===== src/rtl/led_fader_if.sv =====
// Pattern-in / PWM-out signal bundle for led_fader.
interface led_fader_if;
    logic       fade_enable;
    logic [7:0] leds_in;
    logic [7:0] pin_out;
    logic       pwm_sync;
    logic       idle;

    modport master (
        output fade_enable, leds_in,
        input  pin_out, pwm_sync, idle
    );

    modport slave (
        input  fade_enable, leds_in,
        output pin_out, pwm_sync, idle
    );
endinterface


===== src/rtl/led_fader.sv =====
// Eight-channel LED fader: ramps per-LED brightness toward the target pattern
// and drives the pins with a glitch-free PWM.
module led_fader #(
    parameter int unsigned PWM_BITS     = 4,
    parameter int unsigned STEP_DIVIDER = 48000
) (
    input  logic        clock,
    input  logic        reset_b,
    led_fader_if.slave  bus
);

    localparam int unsigned PRESC_W = (STEP_DIVIDER > 1) ? $clog2(STEP_DIVIDER) : 1;
    localparam logic [PWM_BITS-1:0] MAX = '1;
    localparam logic [PRESC_W-1:0] PRESC_LAST = PRESC_W'(STEP_DIVIDER - 1);

    logic [7:0]          target_q,    target_d;
    logic [PWM_BITS-1:0] pwm_count_q, pwm_count_d;
    logic [PRESC_W-1:0]  presc_q,     presc_d;
    logic [PWM_BITS-1:0] level_q [8];
    logic [PWM_BITS-1:0] level_d [8];
    logic [PWM_BITS-1:0] duty_q  [8];
    logic [PWM_BITS-1:0] duty_d  [8];
    logic [7:0]          pin_out_q,   pin_out_d;
    logic                pwm_sync_q,  pwm_sync_d;
    logic                idle_q,      idle_d;
    logic                step_tick;
    logic                all_settled;

    always_comb begin
        target_d    = bus.leds_in;
        pwm_count_d = pwm_count_q + 1'b1;
        pwm_sync_d  = (pwm_count_q == '0);
        step_tick   = bus.fade_enable && (presc_q == PRESC_LAST);

        if (!bus.fade_enable || step_tick) presc_d = '0;
        else                               presc_d = presc_q + 1'b1;

        all_settled = 1'b1;
        pin_out_d   = '0;
        for (int unsigned i = 0; i < 8; i++) begin
            level_d[i] = level_q[i];
            if (!bus.fade_enable) begin
                level_d[i] = target_q[i] ? MAX : '0;
            end else if (step_tick) begin
                if (target_q[i] && level_q[i] != MAX)
                    level_d[i] = level_q[i] + 1'b1;
                else if (!target_q[i] && level_q[i] != '0)
                    level_d[i] = level_q[i] - 1'b1;
            end

            // Duty only refreshes at the period start so a pulse is never cut mid-period.
            duty_d[i]    = (pwm_count_q == '0) ? level_q[i] : duty_q[i];
            pin_out_d[i] = (duty_q[i] == MAX) || (pwm_count_q < duty_q[i]);

            if (level_q[i] != (target_q[i] ? MAX : '0)) all_settled = 1'b0;
        end
        idle_d = all_settled;
    end

    always_ff @(posedge clock or negedge reset_b) begin
        if (!reset_b) begin
            target_q    <= '0;
            pwm_count_q <= '0;
            presc_q     <= '0;
            level_q     <= '{default: '0};
            duty_q      <= '{default: '0};
            pin_out_q   <= '0;
            pwm_sync_q  <= 1'b0;
            idle_q      <= 1'b1;
        end else begin
            target_q    <= target_d;
            pwm_count_q <= pwm_count_d;
            presc_q     <= presc_d;
            level_q     <= level_d;
            duty_q      <= duty_d;
            pin_out_q   <= pin_out_d;
            pwm_sync_q  <= pwm_sync_d;
            idle_q      <= idle_d;
        end
    end

    assign bus.pin_out  = pin_out_q;
    assign bus.pwm_sync = pwm_sync_q;
    assign bus.idle     = idle_q;

endmodule


===== src/flat_wrapper.sv =====
// flat-port wrapper written by rule: the top's interface ports become plain ports
module led_fader_flat 
#(
    parameter int unsigned PWM_BITS     = 4,
    parameter int unsigned STEP_DIVIDER = 48000
)
  (clock, reset_b, bus_fade_enable, bus_leds_in, bus_pin_out, bus_pwm_sync, bus_idle);
  led_fader_if bus_i ();
  input  logic clock;
  input  logic reset_b;
  input wire logic [$bits(bus_i.fade_enable)-1:0] bus_fade_enable;
  input wire logic [$bits(bus_i.leds_in)-1:0] bus_leds_in;
  output wire logic [$bits(bus_i.pin_out)-1:0] bus_pin_out;
  output wire logic [$bits(bus_i.pwm_sync)-1:0] bus_pwm_sync;
  output wire logic [$bits(bus_i.idle)-1:0] bus_idle;
  assign bus_i.fade_enable = bus_fade_enable;
  assign bus_i.leds_in = bus_leds_in;
  assign bus_pin_out = bus_i.pin_out;
  assign bus_pwm_sync = bus_i.pwm_sync;
  assign bus_idle = bus_i.idle;
  led_fader #(.PWM_BITS(PWM_BITS), .STEP_DIVIDER(STEP_DIVIDER)) u_core (.clock(clock), .reset_b(reset_b), .bus(bus_i));
endmodule

===== config.mk =====
export PLATFORM = sky130hd
export DESIGN_NAME = led_fader_flat
export DESIGN_NICKNAME = d
export VERILOG_FILES = /design/src/rtl/led_fader_if.sv /design/src/rtl/led_fader.sv /design/src/flat_wrapper.sv
export SDC_FILE = /design/constraint.sdc
export NUM_CORES = 1
export LEC_CHECK = 0
export CORE_MARGIN = 5
export CORE_UTILIZATION = 40
export DETAILED_ROUTE_END_ITERATION = 10
export GPL_TIMING_DRIVEN = 0
export PLACE_DENSITY_LB_ADDON = 0.1
export SLEW_MARGIN = 20
export SYNTH_ARGS = -nofsm -noshare
export SYNTH_HDL_FRONTEND = slang
export SYNTH_SLANG_ARGS = --single-unit
export TNS_END_PERCENT = 100

===== constraint.sdc =====
create_clock -name clock -period 2.6 [get_ports clock]
set_input_delay 0.52 -clock clock [delete_from_list [all_inputs] [get_ports clock]]
set_output_delay 0.52 -clock clock [all_outputs]
set_load 0.005 [all_outputs]

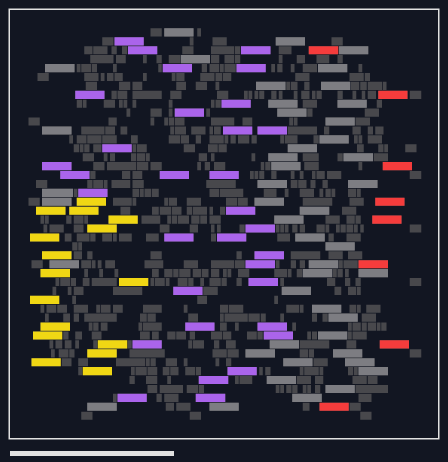
**Above:** run 1 (sequential cells grouped by signal name).
Bar = 50 um. Other sequential cells in the stronger grey, the rest of the logic in the fainter grey.
- yellow: u_core.presc_q (flops 16)
- red: u_core.bus.pin_out (flops 8)
- purple: u_core.level_q (flops 32)

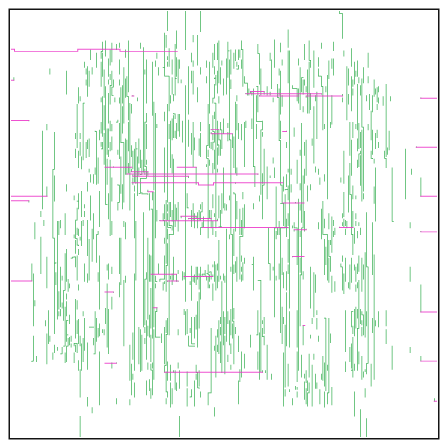
**Above:** run 1 (signal wires by layer).
Only two layers are drawn.
- magenta: metal 3 (wire length 427 um)
- green: metal 2 (wire length 6140 um)
via count of the routed design: 4259
total wire length after detailed routing: 13.0 mm
post-DR wirelength/cell: 16.6 um

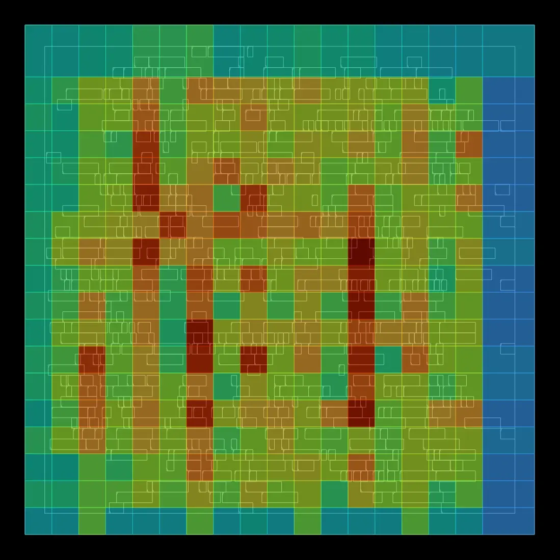
**Above:** run 1 (routing congestion map).
met3 track demand over resource: 2.07%
fraction of met2 tracks used by global routing: 26.4%
global-route track usage on met1: 23.2%

==> summary.txt, run 1 <==
fresh numbers from the pnr run: die span in y=about 130 um, internal power summed over all cells=around 2.7 mW, iteration-0 DRC count of the detailed router=280, share of the synthesized netlist area taken by xor and xnor gates=4.82%, Worst-Skew Late Latency=0.35 ns, Max Clk Rate=432 MHz, final non-filler cell area=0.00657 mm^2, Setup crit start=u_core.level_q[16], Finished Core Util=45.5%, Mapped Area=0.00582 mm^2, most used standard cells in the synthesized netlist=101 x sky130_fd_sc_hd__dfrtp_1, 52 x sky130_fd_sc_hd__nand2_1, 45 x sky130_fd_sc_hd__o21ai_0, 43 x sky130_fd_sc_hd__ha_1, 37 x sky130_fd_sc_hd__nor2_1, routability congestion estimate=between 0.7 and 0.8, setup slack on the worst flop-to-flop path=approximately 0.29 ns, Setup Buffers After CTS=0, Post-layout nets=659, cell breakdown of the critical path=nand4_1 -> nand2_1 -> ha_1 -> a21o_1 -> a21oi_1 -> mux2i_1 -> nor2_1 -> a221o_1, worst flop-to-flop path endpoint=u_core.level_q[19], total die size=0.0171 mm^2, path depth of the worst reg2reg path=8, Boundary Pins=21, crit path DRT=2.83 ns, Mux area share=a little over 7%, detailed placement HPWL=9.53 mm, Storage cell area=between 0.002 and 0.003 mm^2, root buffer selected by CTS=sky130_fd_sc_hd__clkbuf_16, delay of the slowest critical-path stage=about 0.48 ns, time the final worst path needs with I/O delays and setup=between 2 and 2.5 ns, final setup fails=0, proportion of power drawn by combinational gates=14.2%, Post-Synthesis Mean Instance Area=10.3 um^2, switching share of power=27.4%, share of the clock period used by the worst path=approximately 89%, Crit Path Category=register to register, largest combinational cell category by area=simple AND/OR/NAND/NOR gates, yosys adder share=12.0%, Seq share, synth=roughly 44%, worst clock skew=~0.0076 ns, initial standard-cell utilization of the core=40.3%, layout cells sized above 1=8.49%, R2R Path Start=u_core.level_q[16], overall routing resource usage=16.5%, Synth warnings=0, number of pins exceeding their max-slew limit in the final report=0, clock-pin slew reported for the worst setup and hold paths after clock tree synthesis=~0.07 ns, total combinational power=530 uW, Metal-1 WL=6.25 mm, power density normalized to cell area=570 mW/mm^2, worst setup slack before clock tree synthesis=0.184 ns, number of warnings in the stage logs=27, capture point of the worst path=u_core.level_q[19], via count of the first global-routing pass=approximately 4300, master of the slowest instance on the critical path=sky130_fd_sc_hd__dfrtp_1, worst hold path type=input pin to async pin, area figure in the yosys stat output=slightly below 0.006 mm^2, fraction of registers with async set or reset after synthesis=100%, clock share of power=~37%, Inserted Clock Buffers=9, run status=finished, final reports clean, amount of wire on met2 after detailed routing=a little over 6 mm, most common cell in the netlist=sky130_fd_sc_hd__dfrtp_1, MI comb area=0.00302 mm^2, area of the placeable core=roughly 0.014 mm^2, initial antenna violation count=0, Synth Area in Simple Gates=14.4%, CP arrival=about 2.5 ns, Synth Net Count=628, DR DRC count=0, total inserted antenna cells=0, Fill cells=1374, largest fanout of any net on the critical path=6, Hold Fails Final Rpt=0, GRT overflow=0, number of register bits inferred by synthesis=102, largest area contributor in the netlist=sky130_fd_sc_hd__dfrtp_1, CTS HTree Levels=3, crit path setup slack, layout=0.285 ns, number of enable flip-flop cells=0, wire length of the first global-routing pass=roughly 22 mm, standby leakage power=around 2.8 nW, pin slew with the least headroom to its limit=0.643 ns, critical path launch point type=register, TritonCTS sink count=around 100, MaxCap Viol Count=0, total length of routed met3 wires=about 430 um, area added between synthesis and finish=12.8%
==> run 1: cell families (layout without fill, tap and decap cells) <==
family / Yosys count / after routing
compound gates: 129 / 129
xor+xnor: 32 / 32
fa+ha+maj: 51 / 51
buf+inv: 61 / 96
flops: 102 / 102
mux: 40 / 40
simple gates: 151 / 151
==> run 1: per-stage QoR <==
stage	TNS (ns)	cells	hold slack (ns)	power, mW
4_1_cts	0	785	0.0777	3.79
6_report	0	785	0.0620	3.74
2_1_floorplan	0	566	0.224	2.20
3_5_place_dp	0	770	0.457	2.40
3_3_place_gp	-307.83	769	0.469	2.36
5_1_grt	0	785	0.0950	3.93
==> run 1: cell usage in the layout (no fill, tap or decap), types with 4 or more instances in the layout <==
| master | instances |
|---|---|
| sky130_fd_sc_hd__a21o_1 | 10 |
| sky130_fd_sc_hd__nor2_1 | 37 |
| sky130_fd_sc_hd__clkdlybuf4s50_1 | 18 |
| sky130_fd_sc_hd__mux2i_1 | 32 |
| sky130_fd_sc_hd__o311ai_1 | 6 |
| sky130_fd_sc_hd__fa_1 | 8 |
| sky130_fd_sc_hd__nand3_1 | 7 |
| sky130_fd_sc_hd__a21boi_0 | 16 |
| sky130_fd_sc_hd__mux2_2 | 8 |
| sky130_fd_sc_hd__clkbuf_1 | 20 |
| sky130_fd_sc_hd__o211ai_1 | 6 |
| sky130_fd_sc_hd__nor3_4 | 6 |
| sky130_fd_sc_hd__or4_1 | 8 |
| sky130_fd_sc_hd__xor2_1 | 17 |
| sky130_fd_sc_hd__inv_1 | 35 |
| sky130_fd_sc_hd__clkbuf_16 | 9 |
| sky130_fd_sc_hd__dfrtp_1 | 101 |
| sky130_fd_sc_hd__a31o_2 | 8 |
| sky130_fd_sc_hd__xnor2_1 | 15 |
| sky130_fd_sc_hd__ha_1 | 43 |
| sky130_fd_sc_hd__and3_1 | 4 |
| sky130_fd_sc_hd__a21oi_1 | 32 |
| sky130_fd_sc_hd__or3_1 | 7 |
| sky130_fd_sc_hd__nand2_1 | 52 |
| sky130_fd_sc_hd__o21ai_0 | 45 |
| sky130_fd_sc_hd__nand4_1 | 20 |
==> run 1: flip-flops by register name, summed over array words and instances (netlist names) <==
| signal | cells |
|---|---|
| u_core.level_q | 32 |
| u_core.bus.idle | 1 |
| u_core.bus.pwm_sync | 1 |
| u_core.pwm_count_q | 4 |
| u_core.duty_q | 32 |
| u_core.target_q | 8 |
| u_core.presc_q | 16 |
| u_core.bus.pin_out | 8 |
==> run 1: repair_timing <==
item	in CTS	in global routing
setup endpoints to repair	0	1
gates resized	0	2
hold buffers	0	0
==> run 1: area by class of cell <==
cell class,instances,area share (%)
clock inverter,5,0.877
tap,184,3.51
sequential,102,38.9
buffer,24,1.64
clock buffer,10,3.64
timing repair buffer,20,3.34
inverter,37,2.12
multi-input combinational,403,46.0
==> run 1: critical path: cells and delay by family (launching register included) <==
kind / cells / cell delay (ns)
DFF: 1 / 0.48
AOI/OAI and AO/OA: 3 / 0.78
muxes: 1 / 0.22
adders and majority gates: 1 / 0.25
and+or+nand+nor: 3 / 0.46
**Run 1: metal 1**

Bar = 50 um. Supply wires on this layer in grey. Cells faint in the background.
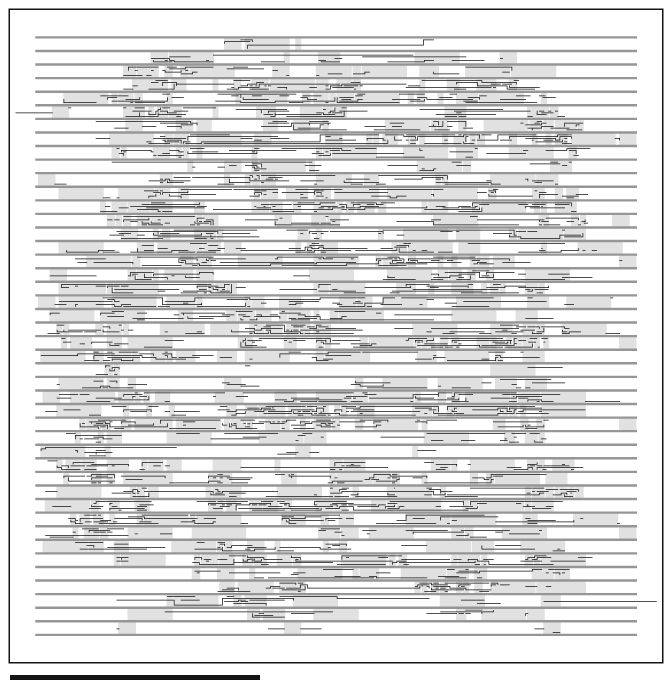

==> run 2: changes to the inputs <==
--- a/config.mk
+++ b/config.mk
@@ -9,6 +9,7 @@
 export CORE_UTILIZATION = 40
 export DETAILED_ROUTE_END_ITERATION = 10
 export GPL_TIMING_DRIVEN = 0
+export MAX_ROUTING_LAYER = met4
 export PLACE_DENSITY_LB_ADDON = 0.1
 export SLEW_MARGIN = 20
 export SYNTH_ARGS = -nofsm -noshare
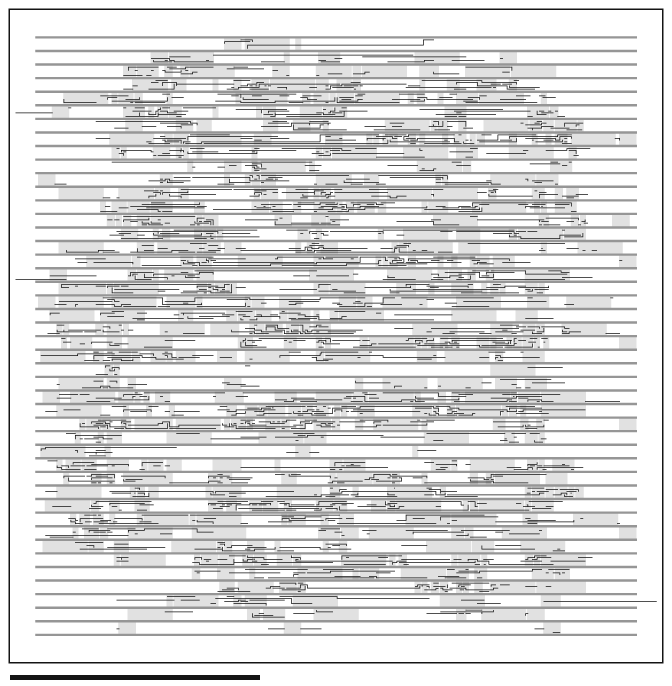
**Above:** run 2 (metal 1).
Bar = 50 um. Supply wires on this layer in grey. Cells faint in the background.
- nets with wire on the layer: 612
- main direction: horizontal
- wire length on this layer: 6340 um
- share of all routed wire: 48%
- longest straight run: 40.0 um

==> summary.txt, run 2 <==
fresh numbers from the pnr run: run status=finished, final reports clean (unchanged), initial antenna violation count=0 (unchanged), setup slack on the worst flop-to-flop path=0.29 ns (about the same), final setup fails=0 (unchanged), total cells reported by yosys after synthesis=566 (unchanged), type of element capturing the critical path=register (unchanged), number of enable flip-flop cells=0 (unchanged), post-synthesis instance total=566 (unchanged), maximum number of pins on one net before global-route repair=65 (unchanged), root buffer selected by CTS=sky130_fd_sc_hd__clkbuf_16 (unchanged), clock-pin slew reported for the worst setup and hold paths after clock tree synthesis=0.07 ns (about the same), Storage cell area=0.00255 mm^2 (unchanged), library cells used by synthesis=38 (unchanged), Fill cells=1374 (unchanged), Yosys top cell area share=43.4% (unchanged), CTS HTree Levels=3 (unchanged), time the final worst path needs with I/O delays and setup=2.31 ns (about the same), number of warnings in the stage logs=27 (unchanged), Seq share, synth=43.9% (unchanged), number of I/O port buffers=19 (unchanged), total wire length after detailed routing=13.1 mm (was 13.0 mm), standby leakage power=2.78 nW (unchanged), power density normalized to cell area=570 mW/mm^2 (about the same), delay of the slowest critical-path stage=0.48 ns (about the same), most common cell in the netlist=sky130_fd_sc_hd__dfrtp_1 (unchanged), MaxCap Viol Count=0 (unchanged), Slew Limit Headroom=56.4% (was 57.1%), layout cells sized above 1=8.49% (unchanged), Synth warnings=0 (unchanged), Max Clk Rate=432 MHz (about the same), flip-flop cell with the highest count after synthesis=sky130_fd_sc_hd__dfrtp_1 (unchanged), total die size=0.0171 mm^2 (unchanged), Final Total Pwr=3.74 mW (about the same), top cells by area in the synthesized netlist=sky130_fd_sc_hd__dfrtp_1 43%, sky130_fd_sc_hd__ha_1 9.2%, sky130_fd_sc_hd__mux2i_1 5.5%, sky130_fd_sc_hd__o21ai_0 3.9%, sky130_fd_sc_hd__nand2_1 3.4% (unchanged), fraction of registers with async set or reset after synthesis=100% (unchanged), biggest regs=u_core.duty_q: 32 flops, u_core.level_q: 32 flops, u_core.presc_q: 16 flops (unchanged), most instantiated logic cell after routing=sky130_fd_sc_hd__dfrtp_1 (unchanged), Crit Path Category=register to register (unchanged), post-DR wirelength/cell=16.7 um (was 16.6 um), crit path setup slack, layout=0.286 ns (was 0.285 ns), area figure in the yosys stat output=0.00582 mm^2 (unchanged), largest fanout of any net on the critical path=6 (unchanged), Synth Net Count=628 (unchanged), RSZ-0062 raised after global routing=false (unchanged), Boundary Pins=21 (unchanged), routability congestion estimate=0.780 (was 0.770), Mapped Area=0.00582 mm^2 (unchanged), post-route antenna net violation count=0 (unchanged), most used standard cells in the synthesized netlist=101 x sky130_fd_sc_hd__dfrtp_1, 52 x sky130_fd_sc_hd__nand2_1, 45 x sky130_fd_sc_hd__o21ai_0, 43 x sky130_fd_sc_hd__ha_1, 37 x sky130_fd_sc_hd__nor2_1 (unchanged), commonest non-fill, non-tap cells in the layout=101 x sky130_fd_sc_hd__dfrtp_1, 52 x sky130_fd_sc_hd__nand2_1, 45 x sky130_fd_sc_hd__o21ai_0 (unchanged), number of register bits inferred by synthesis=102 (unchanged), overall routing resource usage=17.0% (was 16.5%), hold buffers post-CTS=0 (unchanged), total inserted antenna cells=0 (unchanged), number of buffers between clock root and the deepest sink=2 (unchanged), initial standard-cell utilization of the core=40.3% (unchanged), GRT overflow=0 (unchanged), number of pins exceeding their max-slew limit in the final report=0 (unchanged), CP delay by family, top=AND-OR/OR-AND gates (unchanged), DIE WIDTH=131 um (unchanged), minimum hold slack=0.0598 ns (was 0.0620 ns), Post-layout nets=659 (unchanged), area of the placeable core=0.0144 mm^2 (unchanged), area added between synthesis and finish=12.8% (unchanged), Post-Synthesis Mean Instance Area=10.3 um^2 (unchanged), Finished Core Util=45.5% (unchanged), worst clock skew=0.00727 ns (was 0.00765 ns), detailed placement HPWL=9.53 mm (unchanged), TritonCTS clock tree=built (unchanged), die span in y=131 um (unchanged), number of cell rows=44 (unchanged), maximum vdd ir drop=317 uV (was 319 uV), Hold Fails Final Rpt=0 (unchanged), largest area contributor in the netlist=sky130_fd_sc_hd__dfrtp_1 (unchanged), DR DRC count=0 (unchanged), count of cells resized by post-cts repair=0 (unchanged), Worst-Skew Late Latency=0.35 ns (about the same), combined buffer and inverter count along the critical path=0 (unchanged), Setup Buffers After CTS=0 (unchanged), critical path launch point type=register (unchanged), pin slew with the least headroom to its limit=0.653 ns (was 0.643 ns), wire length of the first global-routing pass=21.9 mm (about the same), worst setup slack before clock tree synthesis=0.184 ns (unchanged), MI comb area=0.00302 mm^2 (unchanged), Initial DRT Pass Iterations=4 (unchanged), master of the slowest instance on the critical path=sky130_fd_sc_hd__dfrtp_1 (unchanged), crit path DRT=2.83 ns (about the same), via count of the first global-routing pass=4252 (was 4251), vias per cell=5.45 (was 5.43), cell breakdown of the critical path=nand4_1 -> nand2_1 -> ha_1 -> a21o_1 -> a21oi_1 -> mux2i_1 -> nor2_1 -> a221o_1 (unchanged), worst hold path type=input pin to async pin (unchanged), iteration-0 DRC count of the detailed router=291 (was 280), via count of the routed design=4276 (was 4259), share of the clock period used by the worst path=89.0% (about the same), CP arrival=2.54 ns (about the same), TritonCTS sink count=102 (unchanged), Inserted Clock Buffers=9 (unchanged)
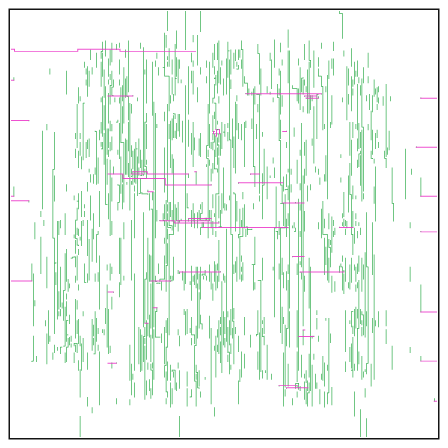
**Above:** run 2 (signal wires by layer).
Only two layers are drawn.
- green: metal 2 (wire length 6160 um)
- magenta: metal 3 (wire length 357 um)

[run 2: layout make-up]
class | instances | share of cell area [%]
Inverter | 37 | 2.12
Clock buffer | 10 | 3.64
Timing Repair Buffer | 20 | 3.34
Buffer | 24 | 1.64
Multi-Input combinational cell | 403 | 46.0
Tap cell | 184 | 3.51
Clock inverter | 5 | 0.877
Sequential cell | 102 | 38.9
[run 2: logic make-up after synthesis]
kind of cell               Yosys count  synth area share, %
muxes                               40                 7.05
xor gates and xnor gates            32                 4.82
buffers and inverters               61                 4.22
AOI/OAI and AO/OA                  129                 13.6
adders and majority gates           51                 12.0
DFF                                102                 43.9
and+or+nand+nor                    151                 14.4
[run 2: worst reg2reg max path: stages, from the launching register on]
cell,delay (ns)
sky130_fd_sc_hd__dfrtp_1,0.48
sky130_fd_sc_hd__nand4_1,0.22
sky130_fd_sc_hd__nand2_1,0.19
sky130_fd_sc_hd__ha_1,0.25
sky130_fd_sc_hd__a21o_1,0.17
sky130_fd_sc_hd__a21oi_1,0.29
sky130_fd_sc_hd__mux2i_1,0.22
sky130_fd_sc_hd__nor2_1,0.05
sky130_fd_sc_hd__a221o_1,0.32
[run 2: final timing paths]
path                                    startpoint                   to  cells after the start
worst max-delay path            u_core.level_q[16]   u_core.level_q[19]                      8
worst min-delay path                       reset_b  u_core.bus.pwm_sync                      1
worst max register to register  u_core.level_q[16]   u_core.level_q[19]                      8
worst min register to register   u_core.presc_q[0]    u_core.presc_q[0]                      1
max in group asynchronous                  reset_b   u_core.target_q[3]                      2
min in group clock               u_core.presc_q[0]    u_core.presc_q[0]                      1
[run 2: report_power, final]
part | leakage (nW) | switching, mW | internal [mW] | total, mW
clock | 0.149 | 0.609 | 0.770 | 1.38
combinational | 1.43 | 0.286 | 0.245 | 0.530
sequential | 1.20 | 0.134 | 1.70 | 1.84
[run 2: per-layer routing]
metal  global-route usage (%)  vias to the layer above  wire length, um
li1                         -                     2065                -
met1                     23.2                     2128             6340
met2                     26.4                       69             6160
met3                     2.15                       14              357
met4                     5.44                        0              214
met5                        -                        -                0
[run 2: per-stage QoR]
step / area [um^2] / TNS (ns) / instances
after floorplan: 5820 / 0 / 566
after global routing: 6570 / 0 / 785
after CTS: 6560 / 0 / 785
final: 6570 / 0 / 785
after detailed placement: 6270 / 0 / 770
after global placement: 6240 / -307.83 / 769
Power is estimated from default activity; no workload was simulated.
